**Run 1: a small window of the routed layout**

Region (14, 3) to (44, 33) um. Cells in grey, sequential cells in the stronger grey; small squares are vias.
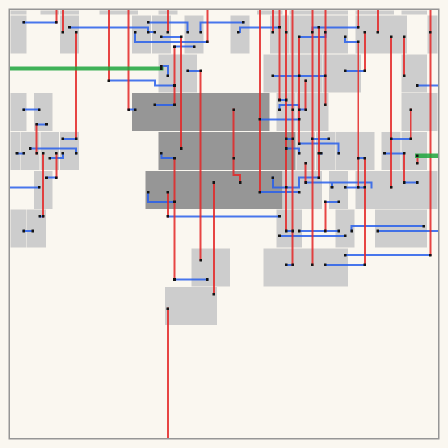
**Run 1: logic cells by family**

(10 px per um)
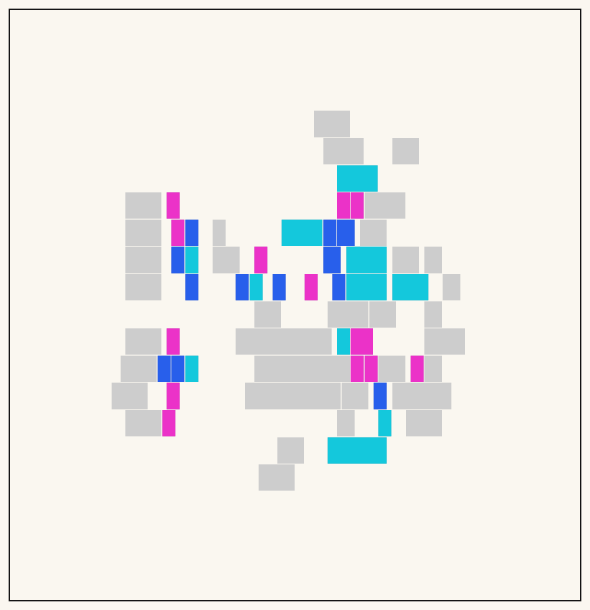
**Run 1: clock network drawn from the DEF**

(6 px per um)
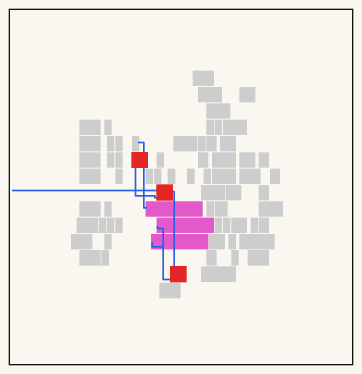
**Run 1: routing congestion map**

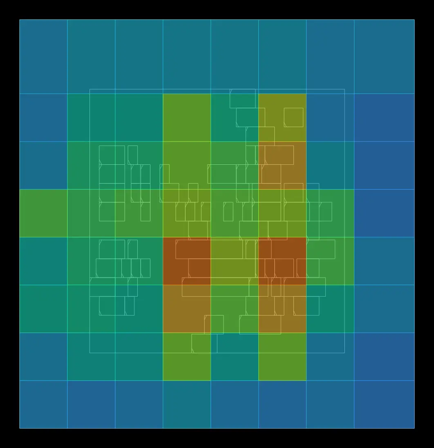
Design iter_seq_ctrl, sky130hd; sources not shown.
==> flow_metrics.tcl, run 1 <==
# collected from the flow reports
set metrics [dict create \
    outcome "finished with violations" \
    violations "negative setup slack" \
    ff_latch_area_sq_um 78.8 \
    fin_nets 83 \
    ys_sh_simple_pct 41.1 \
    power_leader "combinational cells" \
    worst-setup-path-type "reg2out" \
    synth-edff-count 0 \
    root_buffer "clkbuf_4" \
    num_io_pins 19 \
    min_period_over_period_pct 150 \
    ant_nets 0 \
    buffer_area_share_pct 39.6 \
    ys_area_sq_um 259 \
    drive_above_1_share_pct 45.7 \
    adder_share_pct 0 \
    final-hold-violation-count 0 \
    ir_drop_mv 0.877 \
    muxShareOfSynthArea_pct 0 \
    power_density_nw_per_um2 2880 \
    grt_max_degree 5 \
    setup_slack_ns -0.449 \
    setup_tns_ns -3.75 \
    clock_sinks 3 \
    cpMaxStageDelayCell "dfrtp_2" \
    fp_util_pct 18.5 \
    grt_setup_unrepaired "true" \
    ys_cells 43 \
    cts_buffers 3 \
    ff_type "dfrtp_1" \
    cts_buffer_depth 2 \
    rr_worst_depth 8 \
    syn_area_sq_um 259 \
    drcViolationCount 0 \
    grt_antenna_before_repair 0 \
    totalPowerFinal_mw 1.60 \
    highest_layer "met3" \
    drt-met1-wl_um 267 \
    slowest_delay_ns 0.40 \
    setup_viol 10 \
]
About 'a small window of the routed layout':
M3: in green. M2: in red. M1: in blue.
Most frequent: nand2_1 (7), inv_1 (5), nor2_1 (4). 38 logic cells have their middle in the window. Sequential cells in the window: 3.

About 'logic cells by family':
inv cells: in magenta, cells 13, where middle. nand cells: in blue, cells 12, where middle. nor cells: in cyan, cells 11.
Commonest Layout Cell: clkdlybuf4s50_1
Non-Filler Instances: 86
logic share of the area: 28.6%

About 'clock network drawn from the DEF':
clock-net drivers: in red, count 3. flip-flops: in magenta, count 3. clock wires: in blue, length 77.2 um.
There are 4 routed clock nets.
Clk pwr share: 14.5%
power in the clock group: 232 uW
clk latency late pin: 0.23 ns

About 'routing congestion map':
GRT busiest layer: met2
GR met2 Demand/Resource: 8.22%

run 1: placed cells by master (no fill, tap or decap), drive strengths merged:
| cell type | Yosys | layout |
|---|---|---|
| nand3 | 2 | 2 |
| inv | 13 | 13 |
| xor2 | 1 | 1 |
| nor2 | 9 | 9 |
| a21oi | 1 | 1 |
| dfrtp | 3 | 3 |
| clkdlybuf4s50 | 0 | 11 |
| clkbuf | 0 | 4 |
| nor3 | 2 | 2 |
| buf | 2 | 14 |
| nand2 | 10 | 10 |
run 1: worst reg2reg max path: cells and delay by family (launching register included):
kind                   cells  cell delay (ns)
and+or+nand+nor            3             0.28
buffers and inverters      5             0.37
DFF                        1             0.40
run 1: what timing repair did:
action,CTS,global route
buffers inserted,4,2
pin swaps,2,5
resized,31,4
gates cloned,0,0
endpoints found under the setup margin,10,10
hold buffers,0,0
**Run 1: wire density map**

(6 px per um) 11 x 12 tiles, from white (low) to dark blue (high), scaled to the fullest tile. Values are wire area over tile area, all layers added.
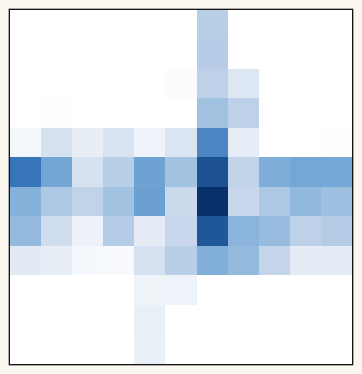

--- run 2 (diff from run 1) ---
--- a/config.mk
+++ b/config.mk
@@ -9,7 +9,6 @@
 export CORE_AREA = 10 10 47 49
 export DETAILED_ROUTE_END_ITERATION = 8
 export DIE_AREA = 0 0 57 59
-export PLACE_DENSITY_LB_ADDON = 0.2
 export SLEW_MARGIN = 10
 export SYNTH_ARGS = -nofsm -noshare
 export SYNTH_HDL_FRONTEND = slang
**Run 2: wire density map**

(6 px per um) 11 x 12 tiles, from white (low) to dark blue (high), scaled to the fullest tile. Values are wire area over tile area, all layers added.
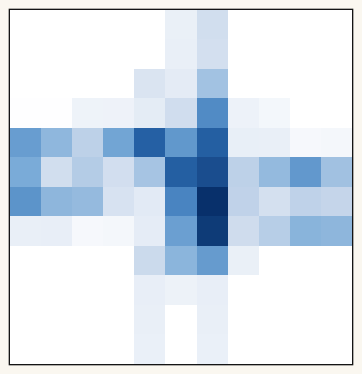
11% of the tiles are over half the peak. The densest ninth of the die: middle. The fullest tile reaches 0.27.
via count: 327
WL final: 860 um
aggregate global-route resource usage: 5.16%
WL/cell: 10.0 um

**Run 2: a small window of the routed layout**

Region (14, 3) to (44, 33) um. Cells in grey, sequential cells in the stronger grey; small squares are vias.
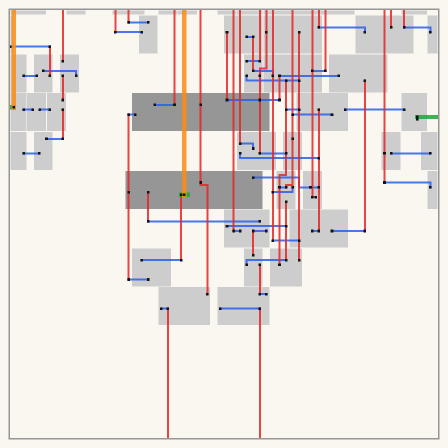
M4: in orange. M3: in green. M2: in red. M1: in blue.
Sequential cells in the window: 2. 28 logic cells have their middle in the window.

**Run 2: clock network drawn from the DEF**

(6 px per um)
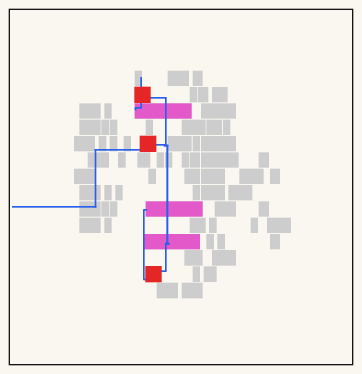
flip-flops: in magenta, count 3. clock-net drivers: in red, count 3. clock wires: in blue, length 93.1 um.
There are 4 routed clock nets.
clk latency late pin: 0.24 ns
power in the clock group: 238 uW

==> run 2 against run 1 <==
Against the previous run:
- the run still ends with negative setup slack left
- sequential power is 7% lower
- combinational power is 7% higher
- cell area is 2.5% higher
- register-to-register slack got worse by 0.05 ns
- sequential cell count did not move
- critical path type unchanged
- largest cell class unchanged
- highest routed layer is now met4
==> flow_metrics.tcl, run 2 <==
# collected from the flow reports
set metrics [dict create \
    setup_tns_ns -4.54 \
    cts_buffer_depth 2 \
    ant_nets 0 \
    outcome "finished with violations" \
    fin_cells 86 \
    power_leader "combinational cells" \
    layout_top_cells "11 x clkdlybuf4s50_1, 10 x nand2_1, 8 x inv_1" \
    lay_top_count "clkdlybuf4s50_1" \
    ir_drop_mv 0.756 \
    sh_comb_area_pct 31.2 \
    root_buffer "clkbuf_4" \
    violations "negative setup slack" \
    grt_max_degree 5 \
    synth-edff-count 0 \
    totalPowerFinal_mw 1.66 \
    setup_slack_ns -0.543 \
    min_period_over_period_pct 160 \
    power_density_nw_per_um2 2920 \
    setup_viol 10 \
    cts_buffers 3 \
    ys_cells 43 \
    grt_use_met2_pct 8.99 \
    grt_antenna_before_repair 0 \
    buffer_area_share_pct 37.8 \
    fin_nets 83 \
    cpMaxStageDelayCell "dfrtp_2" \
    clock_sinks 3 \
    num_io_pins 19 \
    final-hold-violation-count 0 \
    holdBufCountCts 0 \
    postCtsSetupRepairBufs 2 \
    fp_util_pct 18.5 \
]
-- run 2: cell count changes in the layout (fill, tap and decap cells not counted) --
cell	before	now
a21oi_1	1	0
a21oi_2	0	1
buf_2	4	6
buf_4	6	4
nand3_1	2	1
nand3_4	0	1
nor2_1	5	4
nor2_2	0	1
-- run 2: kinds of logic (layout without fill, tap and decap cells) --
kind of cell              Yosys count  in the layout  share of synthesized area, %
buffers and inverters              15             42                          24.6
xor gates and xnor gates            1              1                          3.38
and+or+nand+nor                    23             23                          41.1
DFF                                 3              3                          29.0
AOI/OAI and AO/OA                   1              1                          1.93
-- run 2: critical path: cells and delay by family, from the launching register on --
family / cells / cell delay (ns)
buffers and inverters: 5 / 0.50
and+or+nand+nor: 2 / 0.06
DFF: 1 / 0.40
No activity file was given, so power comes from the tool's default toggle rates.
